Fig. 1: signal wires on met4
Supply wires on this layer in gray. Cells faint in the background.
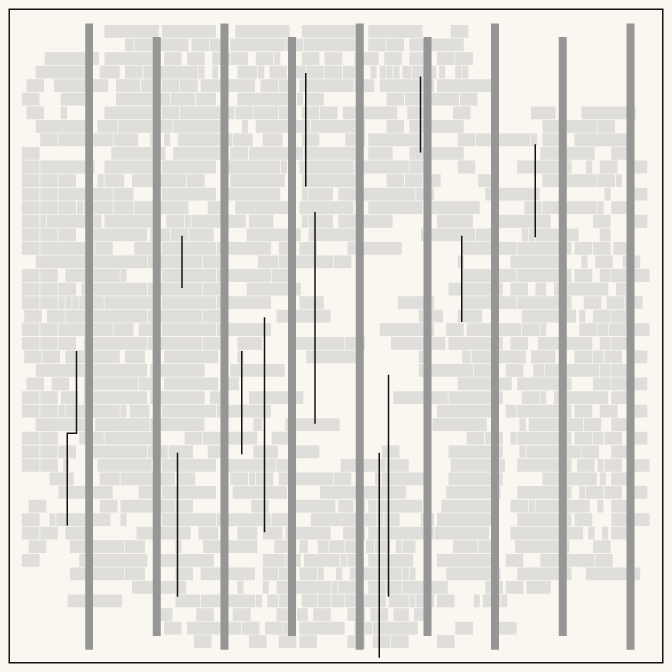
Fig. 2: placed standard cells
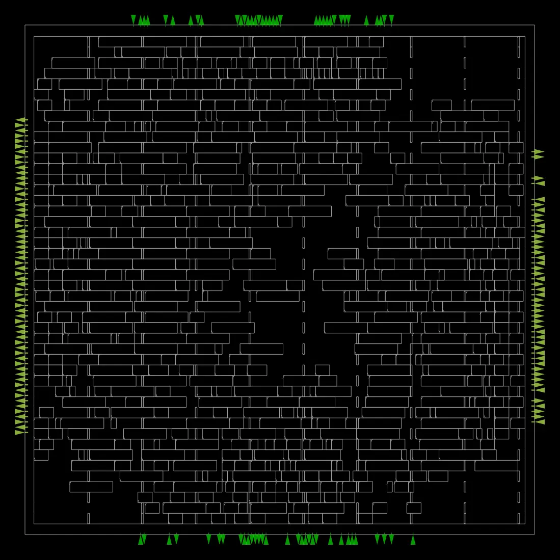
Fig. 3: cells by drive strength
Scale bar: 50 um.
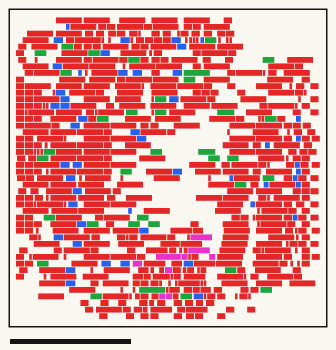
Fig. 4: routed metal, one color a layer
Scale bar: 50 um.
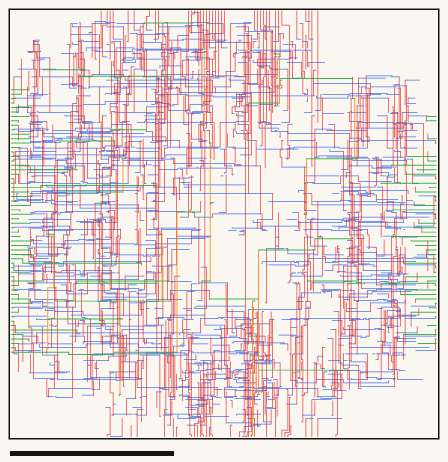
### src/rtl/lab2_proc_imem_fetch_unit.sv
// Instruction-fetch front end: credit-limited imem requests tagged with their PC,
// squash-aware response dropping, and a small response FIFO feeding the D stage.
module lab2_proc_imem_fetch_unit #(
  parameter int p_num_entries  = 2,
  parameter int p_max_inflight = 2
) (
  input  logic                                  clk,
  input  logic                                  reset,
  input  logic                                  fetch_req_val,
  output logic                                  fetch_req_rdy,
  input  logic [31:0]                           fetch_req_addr,
  input  logic                                  squash,
  output logic                                  imem_req_val,
  input  logic                                  imem_req_rdy,
  output logic [31:0]                           imem_req_addr,
  input  logic                                  imem_resp_val,
  output logic                                  imem_resp_rdy,
  input  logic [31:0]                           imem_resp_data,
  output logic                                  inst_val,
  input  logic                                  inst_rdy,
  output logic [31:0]                           inst_data,
  output logic [31:0]                           inst_pc,
  output logic [$clog2(p_max_inflight+1)-1:0]   inflight
);

  localparam int IW = $clog2(p_max_inflight + 1);
  localparam int PW = $clog2(p_num_entries);
  localparam int OW = PW + 1;
  localparam int TW = (p_max_inflight > 1) ? $clog2(p_max_inflight) : 1;
  localparam logic [31:0] MAXI = p_max_inflight;
  localparam logic [31:0] NENT = p_num_entries;
  localparam logic [TW-1:0] TLAST = TW'(p_max_inflight - 1);

  logic [IW-1:0] inflight_q, inflight_d;
  logic [IW-1:0] drop_q, drop_d;
  logic [OW-1:0] wr_q, wr_d, rd_q, rd_d, occ;
  logic [TW-1:0] tq_wr_q, tq_wr_d, tq_rd_q, tq_rd_d;

  logic [31:0] tag_q      [p_max_inflight];
  logic [31:0] buf_data_q [p_num_entries];
  logic [31:0] buf_pc_q   [p_num_entries];

  logic credit_ok, req_fire, resp_fire, drop, enq, deq, empty;

  function automatic logic [TW-1:0] tq_inc(input logic [TW-1:0] p);
    return (p == TLAST) ? '0 : p + TW'(1);
  endfunction

  // Occupancy uses the extra pointer bit so a full buffer differs from an empty one.
  assign occ       = wr_q - rd_q;
  assign empty     = (occ == '0);
  assign credit_ok = (32'(inflight_q) < MAXI) &&
                     ((32'(inflight_q) + 32'(occ)) < NENT);

  assign imem_req_val  = reset & fetch_req_val & credit_ok;
  assign fetch_req_rdy = reset & imem_req_rdy & credit_ok;
  assign imem_req_addr = fetch_req_addr;
  assign imem_resp_rdy = reset;

  assign req_fire  = imem_req_val & imem_req_rdy;
  assign resp_fire = imem_resp_val & imem_resp_rdy;
  assign drop      = (drop_q != '0) | squash;
  assign enq       = resp_fire & ~drop;

  assign inst_val  = reset & ~empty & ~squash;
  assign deq       = inst_val & inst_rdy;
  assign inst_data = empty ? '0 : buf_data_q[rd_q[PW-1:0]];
  assign inst_pc   = empty ? '0 : buf_pc_q[rd_q[PW-1:0]];
  assign inflight  = inflight_q;

  always_comb begin
    inflight_d = inflight_q + IW'(req_fire) - IW'(resp_fire);
    drop_d     = drop_q;
    wr_d       = wr_q + OW'(enq);
    rd_d       = rd_q + OW'(deq);
    tq_wr_d    = req_fire  ? tq_inc(tq_wr_q) : tq_wr_q;
    tq_rd_d    = resp_fire ? tq_inc(tq_rd_q) : tq_rd_q;
    // Every request already outstanding at a redirect is older than it; a
    // same-cycle request is the redirect target and is not counted.
    if (squash) begin
      drop_d = inflight_q - IW'(resp_fire);
      rd_d   = wr_q;
    end else if (resp_fire && (drop_q != '0)) begin
      drop_d = drop_q - IW'(1);
    end
  end

  always_ff @(posedge clk or negedge reset) begin
    if (!reset) begin
      inflight_q <= '0;
      drop_q     <= '0;
      wr_q       <= '0;
      rd_q       <= '0;
      tq_wr_q    <= '0;
      tq_rd_q    <= '0;
    end else begin
      inflight_q <= inflight_d;
      drop_q     <= drop_d;
      wr_q       <= wr_d;
      rd_q       <= rd_d;
      tq_wr_q    <= tq_wr_d;
      tq_rd_q    <= tq_rd_d;
    end
  end

  always_ff @(posedge clk) begin
    if (req_fire) tag_q[tq_wr_q] <= fetch_req_addr;
    if (enq) begin
      buf_data_q[wr_q[PW-1:0]] <= imem_resp_data;
      buf_pc_q[wr_q[PW-1:0]]   <= tag_q[tq_rd_q];
    end
  end

endmodule
### config.mk
export PLATFORM = sky130hd
export DESIGN_NAME = lab2_proc_imem_fetch_unit
export DESIGN_NICKNAME = d
export VERILOG_FILES = /design/src/rtl/lab2_proc_imem_fetch_unit.sv
export SDC_FILE = /design/constraint.sdc
export NUM_CORES = 1
export LEC_CHECK = 0
export CORE_MARGIN = 2
export CORE_UTILIZATION = 50
export CTS_BUF_LIST = sky130_fd_sc_hd__clkbuf_8
export CTS_CLUSTER_SIZE = 16
export DETAILED_ROUTE_END_ITERATION = 8
export PLACE_DENSITY = 0.87
export SETUP_SLACK_MARGIN = 0.3
export SYNTH_ARGS = -nofsm -noshare
export SYNTH_HDL_FRONTEND = slang
export SYNTH_SLANG_ARGS = --single-unit
### constraint.sdc
create_clock -name clk -period 4.6 [get_ports clk]
set_input_delay 0.92 -clock clk [delete_from_list [all_inputs] [get_ports clk]]
set_output_delay 0.92 -clock clk [all_outputs]
set_load 0.02 [all_outputs]
==> results.json <==
{
  "final-hold-violation-count": 0,
  "logic_area_mm2": 0.00165,
  "clk_pin_slew_ns": 0.06,
  "cts_tree": "done",
  "drt_first_pass_iters": 4,
  "setup_viol": 0,
  "yosysCellCount": 460,
  "cts_buffer_depth": 3,
  "period_minus_slack_ns": 4.00,
  "drc": 0,
  "chipArea_mm2": 0.0171,
  "ys_area_mm2": 0.00804,
  "gp_congestion": 0.748,
  "clk-insertion-delay-late_ns": 0.53,
  "path_cells": "inv_1 > ha_1 > xnor3_1 > fa_1 > and4b_1 > and2_1 > clkdlybuf4s50_1",
  "gr-total-overflow": 0,
  "mostFrequentLayoutCells": "edfxtp_1 (192), clkdlybuf4s50_1 (172), mux2i_1 (65), nor2_1 (54), mux2_2 (34)",
  "syn_nets": 540,
  "hpwl_mm": 9.65,
  "post-route-period-util_pct": 86.9,
  "grt_max_degree": 67,
  "cp_data_required_time_ns": 3.68,
  "ys_async_sr_fraction_pct": 4.95,
  "nets": 699,
  "synth_warnings": 0,
  "final.fill_count": 1128,
  "cpPeakStageDelay_ns": 0.62,
  "ys_ff": 202,
  "layout-drive-gt1-share_pct": 14.5,
  "root_buffer": "clkbuf_8",
  "place_ws_ns": 1.02,
  "slowest_stage": "clkdlybuf4s50_1",
  "synthFlopType": "edfxtp_1",
  "start_kind": "register",
  "fmax_ghz": 0.250,
  "netlist_instances": 460,
  "antenna_found_initial": 0,
  "run_status": "complete, no violations",
  "synth_area_per_cell_um2": 17.5,
  "drv_cap": 0,
  "grt_setup_unrepaired": "no",
  "power_mw": 6.80,
  "worst-endpoint-arrival_ns": 3.08,
  "grt_pass1_wl_mm": 22.6,
  "fp.dieW_um": 131,
  "die_y_um": 131,
  "pwr_density_cell_mw_per_mm2": 658,
  "routed_via_density": 4.97,
  "tightest_slew_ns": 1.12,
  "fp-utilization_pct": 51.0,
  "setup_tns_ns": 0,
  "ios": 173,
  "path_class": "register to primary output",
  "cts.sinks": 202,
  "crit_path_end_kind": "primary output",
  "lay_top_count": "edfxtp_1",
  "ir_drop_mv": 0.516,
  "postCtsHoldBufs": 0,
  "antenna_cells": 0,
  "num_rows": 46,
  "ff_latch_area_mm2": 0.00602,
  "cts_buffers": 31,
  "synth_area_mm2": 0.00804,
  "enable_flop_cells": 192,
  "cts_resized": 0,
  "dp.cells": 802,
  "grt_pass1_vias": 4570,
  "warnings": 27,
  "hold_slack_ns": 0.522,
  "drt_iter0_drc": 198,
  "htreeDepth": 1,
  "antenna_left": 0,
  "power.leakage_nw": 3.78,
  "hold_class": "register to register",
  "placed_cell_area_mm2": 0.00976
}
## Picture notes: Fig. 1
The longest straight run is 44.2 um. The layer carries 338 um of wire. 6 nets have wire on it.
final wirelength: 15.1 mm
via count: 4260

## Picture notes: Fig. 2
Final Core Density: 65.6%
Tapcells: 216
core area: 0.0158 mm^2
final cell count without fillers: 858

## Picture notes: Fig. 3
_6 and larger: marked green, cells 35, share 5.5%. _2 cells: marked blue, cells 49, share 7.6%. _0 and _1 cells: marked red, cells 549, share 86%. _3 and _4 cells: marked magenta, cells 9, share 1.4%.
Setup WS post-layout: 0.601 ns
Signal buffers: 178
Area growth, synth to finish: 28.7%
Layout Cell Area excl Fill: 0.0103 mm^2

## Picture notes: Fig. 4
metal 4: marked orange, wire length 338 um. metal 3: marked green, wire length 981 um. metal 2: marked red, wire length 7720 um. metal 1: marked blue, wire length 6070 um.
DR WL/cell: 17.6 um
Tot GR Track Use: 17.4%

-- where the power goes --
part / internal (mW) / switching, mW
clock: 0.738 / 0.636
sequential: 2.21 / 0.0607
combinational: 1.43 / 1.73
total: 4.38 / 2.42
-- logic make-up (layout without fill, tap and decap cells) --
group           count (synthesis)  after routing  synth area share [%]
xor+xnor                        9              9                  1.15
buf+inv                        60            242                  4.98
compound gates                  2              2                 0.125
flops                         202            202                  74.9
mux                            99             99                  12.9
fa+ha+maj                       9              9                  1.49
simple gates                   79             79                  4.52
-- Yosys cell counts (2+ instances only) --
cell	number	area, um^2
buf_6	6	67.6
xnor2_1	6	52.6
and2_1	2	12.5
nor3b_1	2	15.0
o21ai_0	2	10.0
mux2_2	34	383
mux2i_1	65	651
dfrtp_1	10	250
nand2_1	3	11.3
inv_1	8	30.0
nor2_2	10	62.6
buf_4	33	248
xor2_1	2	17.5
buf_2	5	25.0
nor2_1	55	206
edfxtp_1	192	5770
clkbuf_1	8	30.0
ha_1	8	100
-- worst paths after layout --
path                       slack [ns]  startpoint  depth (start not counted)      endpoint
max                              0.60     wr_q[0]                          7  imem_req_val
min reg2reg                      0.52     wr_q[1]                          1       wr_q[1]
max in group asynchronous        3.61       reset                          2       rd_q[0]
min                              0.52     wr_q[1]                          1       wr_q[1]
max reg2reg                      1.41     wr_q[0]                          7  tag_q[0][11]
min in group asynchronous        0.59       reset                          1       tq_wr_q
-- layout make-up --
cell class,count,area share (%)
sequential,202,58.2
timing repair buffer,178,17.3
multi-input combinational,198,16.0
clock buffer,31,4.13
tap,216,2.61
clock inverter,25,1.48
inverter,8,0.290
-- state kept, by name, indices dropped and copies added, names as in the netlist --
register	cells
tq_wr_q	1
rd_q	2
tq_rd_q	1
tag_q	64
drop_q	2
buf_pc_q	64
inflight	2
wr_q	2
buf_data_q	64
-- worst max-delay path, delay by kind of cell (launching register included) --
kind / cells / cell delay, ns
xor+xnor: 1 / 0.26
simple gates: 2 / 0.39
flops: 1 / 0.42
buf+inv: 2 / 0.77
fa+ha+maj: 2 / 0.70
-- layer usage --
layer | track usage [%] | up-vias | routed length, um
met2 | 31.2 | 165 | 7720
met3 | 3.42 | 29 | 981
met4 | 6.20 | 0 | 338
met1 | 21.0 | 2086 | 6070
li1 | - | 1980 | -
met5 | 0 | - | 0
No activity file was given, so power comes from the tool's default toggle rates.
